==> run_1/floorplan.png <==
The bar under the picture is 20 um long. Pins as bars on the die edge.
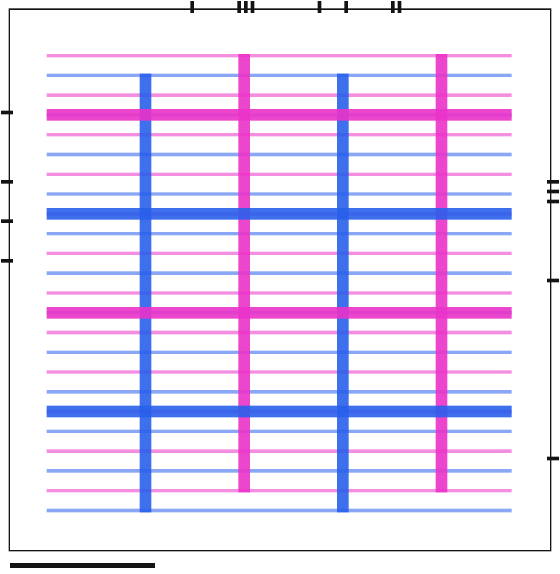
==> run_1/class_map.png <==
The bar under the picture is 20 um long.
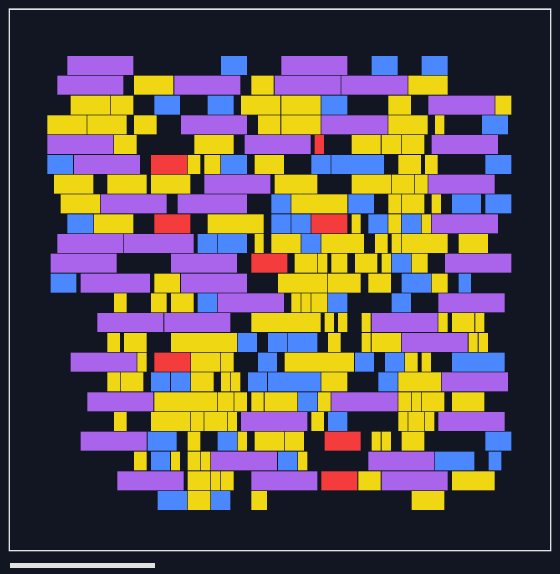
==> run_1/clock_wires.png <==
The bar under the picture is 20 um long.
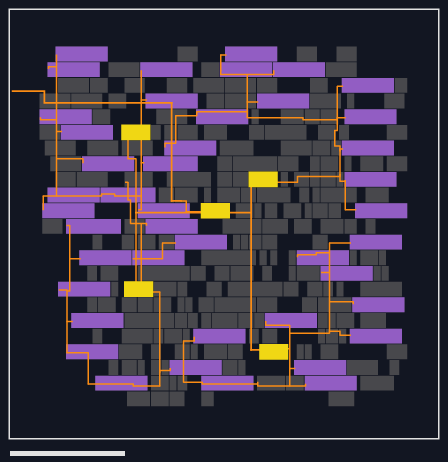
## config.mk

```make
export PLATFORM = sky130hd
export DESIGN_NAME = uart_rx_param
export DESIGN_NICKNAME = d
export VERILOG_FILES = /design/src/rtl/uart_rx_param.sv
export SDC_FILE = /design/constraint.sdc
export NUM_CORES = 1
export LEC_CHECK = 0
export CORE_MARGIN = 5
export CORE_UTILIZATION = 52
export CTS_CLUSTER_DIAMETER = 100
export DETAILED_ROUTE_END_ITERATION = 12
export PLACE_DENSITY_LB_ADDON = 0.3
export SLEW_MARGIN = 5
export SYNTH_ARGS = -nofsm -noshare
export SYNTH_HDL_FRONTEND = slang
export SYNTH_SLANG_ARGS = --single-unit
```

## constraint.sdc

```tcl
create_clock -name sys_clk -period 1.89 [get_ports sys_clk]
set_clock_uncertainty 0.2 [all_clocks]
set_input_delay 0.189 -clock sys_clk [delete_from_list [all_inputs] [get_ports sys_clk]]
set_output_delay 0.189 -clock sys_clk [all_outputs]
set_load 0.03 [all_outputs]
```

## src/rtl/uart_rx_param.sv

```systemverilog
// uart_rx_param: parametrised UART receiver (DATA_BITS 5..9, optional odd/even
// parity, 1 or 2 stop bits) with a valid/ready output handshake, parity and
// framing error flags, false-start rejection and overrun reporting.
// Optional build macro UART_RX_MAJORITY_EN: each bit is the 2-of-3 majority of
// samples taken at clk_cnt HALF-1, HALF and HALF+1, decided at HALF+1, which
// rejects single-cycle glitches. Without the macro a single sample at HALF is used.
module uart_rx_param #(
    parameter int CLK_FREQ  = 65000000,
    parameter int UART_BPS  = 115200,
    parameter int DATA_BITS = 8,
    parameter int PARITY    = 0,
    parameter int STOP_BITS = 1
) (
    input  logic                 sys_clk,
    input  logic                 sys_rst_n,
    input  logic                 uart_rxd,
    output logic [DATA_BITS-1:0] rx_data,
    output logic                 rx_valid,
    input  logic                 rx_ready,
    output logic                 parity_err,
    output logic                 frame_err,
    output logic                 overrun,
    output logic                 busy
);

    localparam int BPS_CNT = CLK_FREQ / UART_BPS;
    localparam int HALF    = BPS_CNT / 2;
    localparam int CNT_W   = $clog2(BPS_CNT);

    localparam logic [CNT_W-1:0] CNT_LAST  = CNT_W'(BPS_CNT - 1);
    localparam logic [3:0]       BIT_LAST  = 4'(DATA_BITS - 1);
    localparam logic [1:0]       STOP_LAST = 2'(STOP_BITS - 1);

    typedef enum logic [2:0] {
        ST_IDLE,
        ST_START,
        ST_DATA,
        ST_PARITY,
        ST_STOP,
        ST_BREAK
    } state_t;

    state_t               state;
    state_t               state_next;
    logic                 rxd_meta;
    logic                 rxd_sync;
    logic                 rxd_prev;
    logic                 start_edge;
    logic [CNT_W-1:0]     clk_cnt;
    logic                 bit_end;
    logic                 sample_tick;
    logic                 sample_bit;
    logic [3:0]           bit_cnt;
    logic [1:0]           stop_cnt;
    logic [DATA_BITS-1:0] shift_reg;
    logic                 par_err_reg;
    logic                 par_expected;
    logic                 frame_done;

    // Two-flop synchroniser plus one history flop for falling-edge detection; idle-high reset avoids a false edge
    always_ff @(posedge sys_clk or negedge sys_rst_n) begin
        if (!sys_rst_n) begin
            rxd_meta <= 1'b1;
            rxd_sync <= 1'b1;
            rxd_prev <= 1'b1;
        end else begin
            rxd_meta <= uart_rxd;
            rxd_sync <= rxd_meta;
            rxd_prev <= rxd_sync;
        end
    end

    assign start_edge = rxd_prev & ~rxd_sync;
    assign bit_end    = (clk_cnt == CNT_LAST);
    assign busy       = (state != ST_IDLE);

`ifdef UART_RX_MAJORITY_EN
    localparam logic [CNT_W-1:0] CNT_PRE  = CNT_W'(HALF - 1);
    localparam logic [CNT_W-1:0] CNT_MID  = CNT_W'(HALF);
    localparam logic [CNT_W-1:0] CNT_POST = CNT_W'(HALF + 1);

    logic maj_s0;
    logic maj_s1;

    // Capture the two early samples of the majority window; the third is the live line at HALF+1
    always_ff @(posedge sys_clk or negedge sys_rst_n) begin
        if (!sys_rst_n) begin
            maj_s0 <= 1'b1;
            maj_s1 <= 1'b1;
        end else begin
            if (clk_cnt == CNT_PRE) maj_s0 <= rxd_sync;
            if (clk_cnt == CNT_MID) maj_s1 <= rxd_sync;
        end
    end

    assign sample_tick = (clk_cnt == CNT_POST);
    assign sample_bit  = (maj_s0 & maj_s1) | (maj_s0 & rxd_sync) | (maj_s1 & rxd_sync);
`else
    localparam logic [CNT_W-1:0] CNT_MID = CNT_W'(HALF);

    assign sample_tick = (clk_cnt == CNT_MID);
    assign sample_bit  = rxd_sync;
`endif

    // Parity bit value a correct transmitter would send for the word just shifted in
    always_comb begin
        par_expected = ^shift_reg;
        if (PARITY == 1) par_expected = ~(^shift_reg);
    end

    // State register
    always_ff @(posedge sys_clk or negedge sys_rst_n) begin
        if (!sys_rst_n) state <= ST_IDLE;
        else            state <= state_next;
    end

    // Next-state logic; bits advance at the end of each bit period, except false start and last stop bit which act at the sample point
    always_comb begin
        state_next = state;
        frame_done = 1'b0;
        case (state)
            ST_IDLE: begin
                if (start_edge) state_next = ST_START;
            end
            ST_START: begin
                if (sample_tick && sample_bit) state_next = ST_IDLE;
                else if (bit_end)              state_next = ST_DATA;
            end
            ST_DATA: begin
                if (bit_end && bit_cnt == BIT_LAST)
                    state_next = (PARITY != 0) ? ST_PARITY : ST_STOP;
            end
            ST_PARITY: begin
                if (bit_end) state_next = ST_STOP;
            end
            ST_STOP: begin
                if (sample_tick) begin
                    if (!sample_bit) begin
                        frame_done = 1'b1;
                        state_next = ST_BREAK;
                    end else if (stop_cnt == STOP_LAST) begin
                        frame_done = 1'b1;
                        state_next = ST_IDLE;
                    end
                end
            end
            ST_BREAK: begin
                if (rxd_sync) state_next = ST_IDLE;
            end
            default: state_next = ST_IDLE;
        endcase
    end

    // Bit-period counter: restarts on every state entry and wraps each bit; parked at 0 in IDLE and BREAK
    always_ff @(posedge sys_clk or negedge sys_rst_n) begin
        if (!sys_rst_n)
            clk_cnt <= '0;
        else if (state_next != state || state == ST_IDLE || state == ST_BREAK || bit_end)
            clk_cnt <= '0;
        else
            clk_cnt <= clk_cnt + 1'b1;
    end

    // Data/stop bit indices and LSB-first data shifter
    always_ff @(posedge sys_clk or negedge sys_rst_n) begin
        if (!sys_rst_n) begin
            bit_cnt   <= '0;
            stop_cnt  <= '0;
            shift_reg <= '0;
        end else begin
            if (state != ST_DATA) bit_cnt <= '0;
            else if (bit_end)     bit_cnt <= bit_cnt + 1'b1;
            if (state != ST_STOP) stop_cnt <= '0;
            else if (bit_end)     stop_cnt <= stop_cnt + 1'b1;
            if (state == ST_DATA && sample_tick)
                shift_reg <= {sample_bit, shift_reg[DATA_BITS-1:1]};
        end
    end

    // Parity check result for the frame in flight, cleared while idle
    always_ff @(posedge sys_clk or negedge sys_rst_n) begin
        if (!sys_rst_n)
            par_err_reg <= 1'b0;
        else if (state == ST_IDLE)
            par_err_reg <= 1'b0;
        else if (state == ST_PARITY && sample_tick)
            par_err_reg <= (sample_bit != par_expected);
    end

    // Output handshake: deliver a completed word if the slot is free or being drained, otherwise drop it and flag overrun
    always_ff @(posedge sys_clk or negedge sys_rst_n) begin
        if (!sys_rst_n) begin
            rx_data    <= '0;
            rx_valid   <= 1'b0;
            parity_err <= 1'b0;
            frame_err  <= 1'b0;
            overrun    <= 1'b0;
        end else begin
            overrun <= 1'b0;
            if (frame_done) begin
                if (!rx_valid || rx_ready) begin
                    rx_data    <= shift_reg;
                    parity_err <= par_err_reg;
                    frame_err  <= ~sample_bit;
                    rx_valid   <= 1'b1;
                end else begin
                    overrun <= 1'b1;
                end
            end else if (rx_valid && rx_ready) begin
                rx_valid <= 1'b0;
            end
        end
    end

endmodule

```

==> flow_metrics.py, run 1 <==
# Metrics from the implementation run
metrics = {
    "status": {
        "run_status": "finished with violations",
        "violations": "setup timing",
    },
    "final_timing": {
        "setup_viol": 30,
        "worst_slack_ps": -226,
    },
    "cells_and_area": {
        "layout_top_cell": "dfrtp_1",
        "clkbuf_count": 8,
        "signal_buffer_area_fraction": 0.173,
        "clockNetworkAreaShare": 0.0342,
    },
    "yosys": {
        "ys_async_sr_fraction": 1.00,
        "logic_family": "simple AND/OR/NAND/NOR gates",
        "top_cell_area_share": 0.466,
        "top_area_cell": "dfrtp_1",
    },
    "clock_tree": {
        "cts_tree": "yes",
        "clk_pin_slew_ps": 80,
    },
    "critical_path": {
        "crit_chain": "or3b_4 > nor4_4 > o211ai_2 > buf_12 > mux2_4",
        "path_depth": 5,
    },
    "route": {
        "via_per_inst": 5.57,
        "wl_met2_mm": 2.67,
        "met1_length_mm": 2.03,
    },
    "global_routing": {
        "grt_pass1_wl_mm": 8.19,
    },
    "power_and_ir_drop": {
        "switchingPower_mw": 0.611,
    },
}
-- floorplan.png (at the start) --
[blue] VSS
[magenta] VDD
met1 rails: 24
met4 straps: 4

-- class_map.png (at the start) --
[purple] registers | cells: 43
[yellow] remaining logic cells | cells: 134
[red] clock drivers and dummy loads | cells: 8
[blue] remaining buffers and delay cells | cells: 54

-- clock_wires.png (at the start) --
[orange] clock wires | length: 520 um
[purple] flip-flops | count: 43
[yellow] clock-net drivers | count: 5
routed clock nets: 6
flops lie: widely spread

## Run 2: what changed since run 1
--- a/config.mk
+++ b/config.mk
@@ -9,7 +9,8 @@
 export CORE_UTILIZATION = 52
 export CTS_CLUSTER_DIAMETER = 100
 export DETAILED_ROUTE_END_ITERATION = 12
-export PLACE_DENSITY_LB_ADDON = 0.3
+export GPL_TIMING_DRIVEN = 0
+export PLACE_DENSITY = 0.75
 export SLEW_MARGIN = 5
 export SYNTH_ARGS = -nofsm -noshare
 export SYNTH_HDL_FRONTEND = slang
==> run 2 against run 1 <==
Total power grew 3.7%. Design area rose by 4.4%. Sequential power is 4% higher. Register-to-register slack worse by 40 ps. Clock-buffer cell count shrank 1. Setup slack lost 42 ps. Fmax fell by 2.0%. The run still ends with setup timing left. Non-clock buffer count is 5 lower. Die area stayed put. Critical path depth rose by 1. Synthesized cell count did not move. Hold slack better by 23 ps.
==> flow_metrics.py, run 2 <==
# Metrics from the implementation run
metrics = {
    "status": {
        "run_status": "finished with violations",
        "violations": "setup timing",
    },
    "global_routing": {
        "grt_pass1_wl_mm": 7.98,
        "grt_max_degree": 27,
        "grtUsageMet3": 0.0365,
    },
    "final_timing": {
        "slew-limit-headroom": 0.676,
        "setup_viol": 39,
        "hold_slack_ps": 117,
        "max_clock_freq_mhz": 463,
        "worst_slack_ps": -269,
    },
    "clock_tree": {
        "cts_tree": "yes",
        "clk_pin_slew_ps": 70,
        "cts.sinks": 43,
        "clock_latency_ps": 290,
    },
    "power_and_ir_drop": {
        "total_power_mw": 2.26,
        "pwr-share-seq": 0.471,
        "switchingPower_mw": 0.664,
    },
    "yosys": {
        "top_area_cell": "dfrtp_1",
        "ys_async_sr_fraction": 1.00,
        "top_cell_area_share": 0.466,
        "area_leaders": "dfrtp_1 47%, xnor2_1 6.1%, mux2_4 5.6%, mux2_2 4.7%, dfstp_2 3.7%",
        "synthMuxAreaShare": 0.103,
        "synth.cellmix.compoundShare": 0.0780,
        "synth-cells-yosys": 183,
        "logic_family": "simple AND/OR/NAND/NOR gates",
        "synthesis.instances": 183,
    },
    "cells_and_area": {
        "nNonClkBuffers": 49,
        "layout_top_cell": "dfrtp_1",
        "clkbuf_count": 7,
        "stdcell_count": 285,
        "comb_cells": 128,
        "signal_buffer_area_fraction": 0.161,
        "n_all_inverters": 7,
        "clockNetworkAreaShare": 0.0340,
    },
    "route": {
        "met1_length_mm": 2.13,
        "wl_per_cell_um": 18.8,
        "wl_met2_mm": 2.81,
        "via_per_inst": 5.71,
        "drcViolationCount": 0,
        "first_pass_iters": 4,
    },
    "critical_path": {
        "cp-start-kind": "flop",
        "crit_chain": "or3_1 > buf_6 > buf_12 > nor4_4 > buf_6 > mux2_4",
        "path_depth": 6,
        "worstSetupEndpoint": "shift_reg[6]",
        "cp_common_cell": "buf_6",
        "end_kind": "flop",
    },
    "die": {
        "die_w_um": 74.3,
    },
}
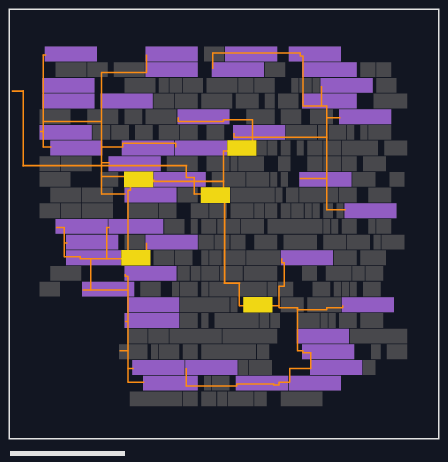
(run_2/clock_wires.png)
The bar under the picture is 20 um long.
[purple] flip-flops | count: 43
[orange] clock wires | length: 434 um
[yellow] clock-net drivers | count: 5
flops lie: widely spread

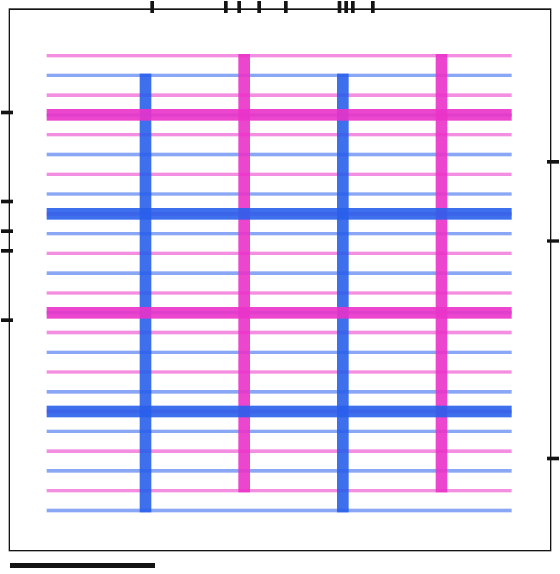
(run_2/floorplan.png)
The bar under the picture is 20 um long. Pins as bars on the die edge.
[blue] VSS
[magenta] VDD
rows: 23
met5 straps: 4

Power and IR drop assume default switching activity.
